File: config.mk
export PLATFORM = sky130hd
export DESIGN_NAME = etapa_wb
export DESIGN_NICKNAME = d
export VERILOG_FILES = /design/src/rtl/etapa_wb.sv
export SDC_FILE = /design/constraint.sdc
export NUM_CORES = 1
export LEC_CHECK = 0
export CAP_MARGIN = 20
export CORE_MARGIN = 1
export CORE_UTILIZATION = 50
export CTS_BUF_LIST = sky130_fd_sc_hd__clkbuf_4 sky130_fd_sc_hd__clkbuf_8
export DETAILED_ROUTE_END_ITERATION = 8
export MAX_ROUTING_LAYER = met4
export PLACE_DENSITY = 0.76
export SYNTH_ARGS = -nofsm -noshare
export SYNTH_HDL_FRONTEND = slang
export SYNTH_SLANG_ARGS = --single-unit
File: constraint.sdc
create_clock -name clk -period 4.1 [get_ports clk]
set_input_delay 0.41 -clock clk [delete_from_list [all_inputs] [get_ports clk]]
set_output_delay 0.41 -clock clk [all_outputs]
set_load 0.05 [all_outputs]
File: src/rtl/etapa_wb.sv
// Write-back stage: in-order result FIFO feeding the shared register-file write port, with pending bitmaps for decode.
// Latency: accept at edge E0 into an idle, empty block gives the first strobe from E1 to E2; kind 11 adds WR_S from E2 to E3.
// Backpressure: in_ready = (count < DEPTH); a full FIFO frees its slot only in the cycle after a pop.
module etapa_wb #(
   parameter int DEPTH = 2
) (
   input  logic                     clk,
   input  logic                     reset,
   input  logic                     in_valid,
   output logic                     in_ready,
   input  logic [1:0]               in_kind,
   input  logic [2:0]               in_dir_v,
   input  logic [2:0]               in_dir_s,
   input  logic [31:0]              in_vec,
   input  logic [7:0]               in_sca,
   output logic [31:0]              data_wrv,
   output logic [7:0]               data_wrs,
   output logic [2:0]               i_dir_wr,
   output logic                     reg_wrv,
   output logic                     reg_wrs,
   output logic [7:0]               pend_v,
   output logic [7:0]               pend_s,
   output logic [$clog2(DEPTH):0]   count,
   output logic                     busy
);

   localparam int PW = (DEPTH > 1) ? $clog2(DEPTH) : 1;
   localparam int CW = $clog2(DEPTH) + 1;

   // kind[0] marks a vector write, kind[1] a scalar write
   typedef struct packed {
      logic [1:0]  kind;
      logic [2:0]  dir_v;
      logic [2:0]  dir_s;
      logic [31:0] vec;
      logic [7:0]  sca;
   } entry_t;

   typedef enum logic [1:0] {
      S_IDLE = 2'd0,
      S_WR_V = 2'd1,
      S_WR_S = 2'd2
   } state_t;

   entry_t          mem_q [DEPTH];
   logic [PW-1:0]   wr_ptr_q, wr_ptr_d;
   logic [PW-1:0]   rd_ptr_q, rd_ptr_d;
   logic [CW-1:0]   count_q, count_d;
   state_t          state_q, state_d;
   entry_t          cur_q, cur_d;
   entry_t          head;
   logic            empty;
   logic            push;
   logic            pop;
   logic            load;
   logic [PW-1:0]   slot;

   assign in_ready = (count_q < CW'(DEPTH));
   assign count    = count_q;
   assign empty    = (count_q == '0);
   assign head     = mem_q[rd_ptr_q];
   // kind 00 completes the handshake but never occupies a slot
   assign push     = in_valid && in_ready && (in_kind != 2'b00);

   // FIFO storage; contents beyond the occupancy window are never observed, so no reset
   always_ff @(posedge clk) begin
      if (push) begin
         mem_q[wr_ptr_q] <= {in_kind, in_dir_v, in_dir_s, in_vec, in_sca};
      end
   end

   // Pointer and occupancy next-state; simultaneous push and pop leaves count unchanged
   always_comb begin
      wr_ptr_d = wr_ptr_q;
      rd_ptr_d = rd_ptr_q;
      count_d  = count_q;
      if (push) wr_ptr_d = wr_ptr_q + PW'(1);
      if (pop)  rd_ptr_d = rd_ptr_q + PW'(1);
      case ({push, pop})
         2'b10:   count_d = count_q + CW'(1);
         2'b01:   count_d = count_q - CW'(1);
         default: count_d = count_q;
      endcase
   end

   // State register plus FIFO pointers and the entry currently being written
   always_ff @(posedge clk or posedge reset) begin
      if (reset) begin
         state_q  <= S_IDLE;
         cur_q    <= '0;
         wr_ptr_q <= '0;
         rd_ptr_q <= '0;
         count_q  <= '0;
      end else begin
         state_q  <= state_d;
         cur_q    <= cur_d;
         wr_ptr_q <= wr_ptr_d;
         rd_ptr_q <= rd_ptr_d;
         count_q  <= count_d;
      end
   end

   // Next-state: a kind-11 entry stays at the head through its WR_V cycle and is popped entering WR_S
   always_comb begin
      state_d = state_q;
      pop     = 1'b0;
      load    = 1'b0;
      if ((state_q == S_WR_V) && (cur_q.kind == 2'b11)) begin
         state_d = S_WR_S;
         pop     = !empty;
      end else if (empty) begin
         state_d = S_IDLE;
      end else begin
         load = 1'b1;
         case (head.kind)
            2'b01: begin
               state_d = S_WR_V;
               pop     = 1'b1;
            end
            2'b10: begin
               state_d = S_WR_S;
               pop     = 1'b1;
            end
            2'b11: begin
               state_d = S_WR_V;
            end
            default: begin
               // never stored; drop it rather than wedge the stage
               state_d = S_IDLE;
               pop     = 1'b1;
               load    = 1'b0;
            end
         endcase
      end
      cur_d = load ? head : cur_q;
   end

   // Register-file write port driven purely from the registered state and current entry
   always_comb begin
      reg_wrv  = 1'b0;
      reg_wrs  = 1'b0;
      data_wrv = '0;
      data_wrs = '0;
      i_dir_wr = '0;
      case (state_q)
         S_WR_V: begin
            reg_wrv  = 1'b1;
            data_wrv = cur_q.vec;
            i_dir_wr = cur_q.dir_v;
         end
         S_WR_S: begin
            reg_wrs  = 1'b1;
            data_wrs = cur_q.sca;
            i_dir_wr = cur_q.dir_s;
         end
         default: begin
            reg_wrv = 1'b0;
         end
      endcase
      busy = !empty || (state_q != S_IDLE);
   end

   // Pending bitmaps: every occupied FIFO slot plus the write currently on the port
   always_comb begin
      pend_v = '0;
      pend_s = '0;
      slot   = rd_ptr_q;
      for (int k = 0; k < DEPTH; k++) begin
         slot = rd_ptr_q + PW'(k);
         if (CW'(k) < count_q) begin
            if (mem_q[slot].kind[0]) pend_v[mem_q[slot].dir_v] = 1'b1;
            if (mem_q[slot].kind[1]) pend_s[mem_q[slot].dir_s] = 1'b1;
         end
      end
      if (state_q == S_WR_V) pend_v[cur_q.dir_v] = 1'b1;
      if (state_q == S_WR_S) pend_s[cur_q.dir_s] = 1'b1;
   end

endmodule

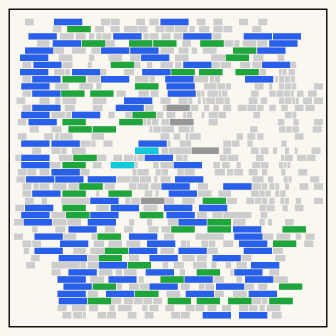
Figure 1: sequential cells coloured by netlist name.
cyan -> `count`  # placed flops 2
blue -> `mem_q`  # placed flops 96, where all over the die
green -> `cur_q`  # placed flops 48
not coloured = 4
FF/Latch Area: 4238 µm²
post-layout util: 64.55%
Power Sequential: 0.00246 W
flop share of the area: 48.80%

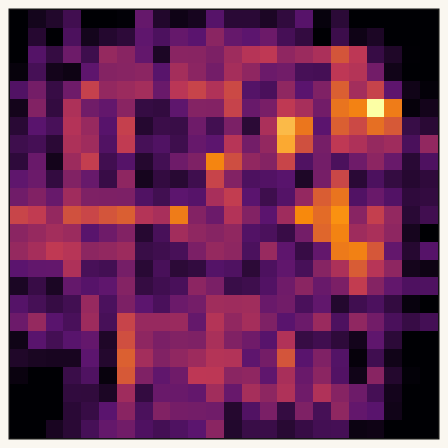
Figure 2: wiring heat map.
24 x 24 tiles, from black (low) to pale yellow (high), scaled to the fullest tile. Values are wire area over tile area, all layers added.
mean over tiles = 0.16
fullest tile = 0.59
tiles over half the peak = 10%
emptiest ninth of the die = bottom right
nearly empty tiles = 8.5%
DR vias: 4282
Post-Route WL: 14850 µm
DR WL/cell: 19.16 µm
GRT Total Usage: 23.04%

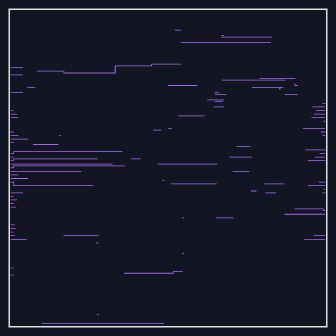
Figure 3: metal 3.
longest straight run = 46.2 µm
share of all routed wire = 5.1%
nets with wire on the layer = 72
grt met3 use: 5.377%

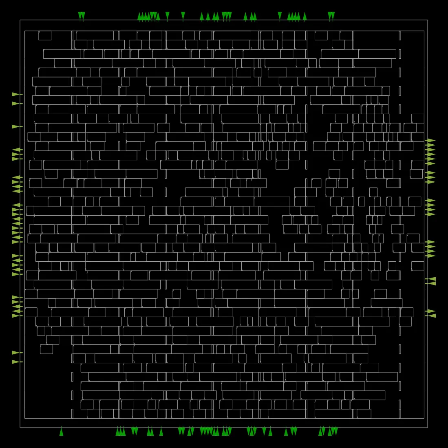
Figure 4: placement view.
Core Footprint: 13450 µm²
Rows: 42
final non-filler cell total: 775
# Taps: 176

-- how the worst max path moves through the flow --
stage / end / cells after the start / start / slack, ps
final: pend_v[4] / 6 / count[1]$_DFFE_PP0P_ / 490
after global routing: pend_v[4] / 6 / count[1]$_DFFE_PP0P_ / 290
after CTS: pend_v[4] / 6 / count[1]$_DFFE_PP0P_ / 500
after detailed placement: pend_s[7] / 5 / rd_ptr_q$_DFFE_PP0N_ / 1020
after global placement: pend_v[4] / 6 / count[1]$_DFFE_PP0P_ / 1080
after floorplan: mem_q[0][0]$_DFFE_PP_ / 3 / count[1]$_DFFE_PP0P_ / 280
-- routing by layer --
metal	GRT usage [%]	share of wire (%)
met4	9.375	1.6
met5	-	0
met3	5.377	5.1
met2	36.24	50
met1	28.86	43
-- state kept, by name, indices dropped and copies added, names as in the netlist --
name / flops
wr_ptr_q: 1
state_q: 2
count: 2
mem_q: 96
rd_ptr_q: 1
cur_q: 48
-- final cells by class --
| cell class | instances | area [µm²] |
|---|---|---|
| well taps | 176 | 220.2 |
| fillers | 1041 | 4770 |
| inverters | 12 | 45.04 |
| clock buffers | 17 | 234.0 |
| flip-flops and latches | 150 | 4238 |
| clock inverters | 15 | 183.9 |
| multi-input cells | 282 | 2551 |
| repair buffers | 123 | 1211 |
-- cells by family after synthesis --
family / synth area share (%)
xor gates and xnor gates: 0.3763
buffers and inverters: 3.171
and+or+nand+nor: 11.32
DFF: 60.63
adders and majority gates: 1.075
AOI/OAI and AO/OA: 5.519
muxes: 17.90
-- worst reg2reg max path: cells and delay by family, from the launching register on --
kind | cells | cell delay [ps]
adders and majority gates | 1 | 290
buffers and inverters | 3 | 840
DFF | 1 | 360
muxes | 1 | 420
and+or+nand+nor | 2 | 450
-- synthesized netlist by cell type, drive strengths merged, types with 5 or more instances --
cell type  count
a31oi          7
and2          40
and3b          6
buf           13
clkbuf        11
dfrtp         54
edfxtp        96
ha             6
inv           12
mux2          95
nand2         12
nand3         15
nor2           6
nor2b          8
nor3b          9
nor4bb         5
o2111ai        8
o211ai        13
o22ai          8
-- report_power, final --
part           total (W)  internal (W)  leakage, nW  switching, W
combinational    0.00338       0.00155         1.54       0.00183
sequential       0.00246       0.00208         1.51      0.000381
clock            0.00120      0.000655        0.208      0.000550
-- stage by stage --
step	power, W	worst slack [ps]
finish	0.007041	494.2
global route	0.007401	286.4
CTS	0.007094	499.8
detailed placement	0.005878	1022
global placement	0.005786	1080
floorplan	0.005044	281.2
==> reports/metrics.csv <==
stage,metric,value,unit
floorplan,chip width,120.2,µm
layout,dominant logic cell type in the layout,clkdlybuf4s50_1,
synthesis,Mapped Cells,468,
synthesis,Post-synth ARST share,36.00,%
critical_path,reg-to-reg startpoint,state_q[1]$_DFF_PP0_,
global_routing,initial antenna violation count,0,
critical_path,"Max FO, Critical Path",15,
final_timing,RSZ-0062 raised after global routing,false,
critical_path,startpoint types,flop,
final_timing,final hold slack,354.9,ps
floorplan,Die Y,120.2,µm
run,Max-cap violations,0,
synthesis,Top-area cell share,41.28,%
layout,Area Growth Syn to Fin,24.35,%
synthesis,Seq cells post-synth,150,
clock_tree,setup bufs post-CTS,0,
critical_path,crit path kind,flop to primary output,
floorplan,Starting Density,51.91,%
critical_path,R2R depth,7,
power_and_ir_drop,P_leak,3.261,nW
power_and_ir_drop,Cell Pwr Density,810.9,nW/µm²
final_timing,clk_skew,10.91,ps
global_routing,first-pass GRT wire length,24280,µm
clock_tree,CTS Hold Bufs,0,
critical_path,R2R setup slack,1630,ps
global_routing,largest net degree at the start of global routing,74,
critical_path,crit-path cells,"inv_1, ha_1, nor4b_1, o22ai_1, o311ai_0, clkdlybuf4s50_1",
synthesis,top cells by area,"edfxtp_1 41%, dfrtp_1 19%, mux2_2 8.9%",
critical_path,Worst EP required,3690,ps
final_timing,Pins Over Slew Limit,0,
run,Log Warnings,29,
final_timing,"Hold Vio Cnt, Final",0,
clock_tree,Clk Tree Root Cell,clkbuf_8,
clock_tree,Clock transition at path regs,80,ps
critical_path,crit-path max cell delay,860,ps
clock_tree,Clock Path Buffers,2,
critical_path,Worst path slowest cell,clkdlybuf4s50_1,
routing,routed vias/inst,5.525,
clock_tree,clk latency late pin,460,ps
layout,fin area,8683,µm²
final_timing,worst rel slew slack,47.87,%
place,placed cell count,743,
floorplan,num ports,116,
clock_tree,H-tree depth,4,
final_timing,Slew @ Worst Pin,781.9,ps
synthesis,main flop type,edfxtp_1,
critical_path,CP top delay family,buffers and inverters,
final_timing,FMAX,277.3,MHz
synthesis,synthesized area,6983,µm²
critical_path,Bufs and invs on worst path,2,
final_timing,post-layout min period,3606,ps
synthesis,cell accounting for the most synthesized area,edfxtp_1,
clock_tree,TritonCTS clock tree,yes,
routing,Final ANT Viol Nets,0,
layout,Nets,643,
synthesis,syn_nets,525,
final_timing,post-layout period usage,87.95,%
place,routability congestion estimate,0.9086,
synthesis,syn avg cell area,14.92,µm²
synthesis,Post-synth EDFFs,96,
place,I/O Buffers,115,
routing,Detailed Routing Iterations Pass 1,4,
place,Post-DP HPWL,10000,µm
final_timing,final-report setup violation count,0,
clock_tree,CTS buffer count,17,
layout,Top cells excl fill/tap,"115 x clkdlybuf4s50_1, 96 x edfxtp_1, 55 x mux2_2",
critical_path,Worst Path Arrival,3200,ps
critical_path,CP Capture Type,primary output,
floorplan,Die Size,14440,µm²
synthesis,synth warn,0,
power_and_ir_drop,Worst VDD drop,404.9,µV
synthesis,# Cells Yosys,468,
outcome,outcome,completed,
final_timing,setup TNS,0,ps
hold_path,Hold WC Path Type,input port to asynchronous set/reset pin,
global_routing,vias in the first global route,4667,
clock_tree,# resized after CTS,0,
Power figures rest on the tool's default switching activity, not on a simulated workload.
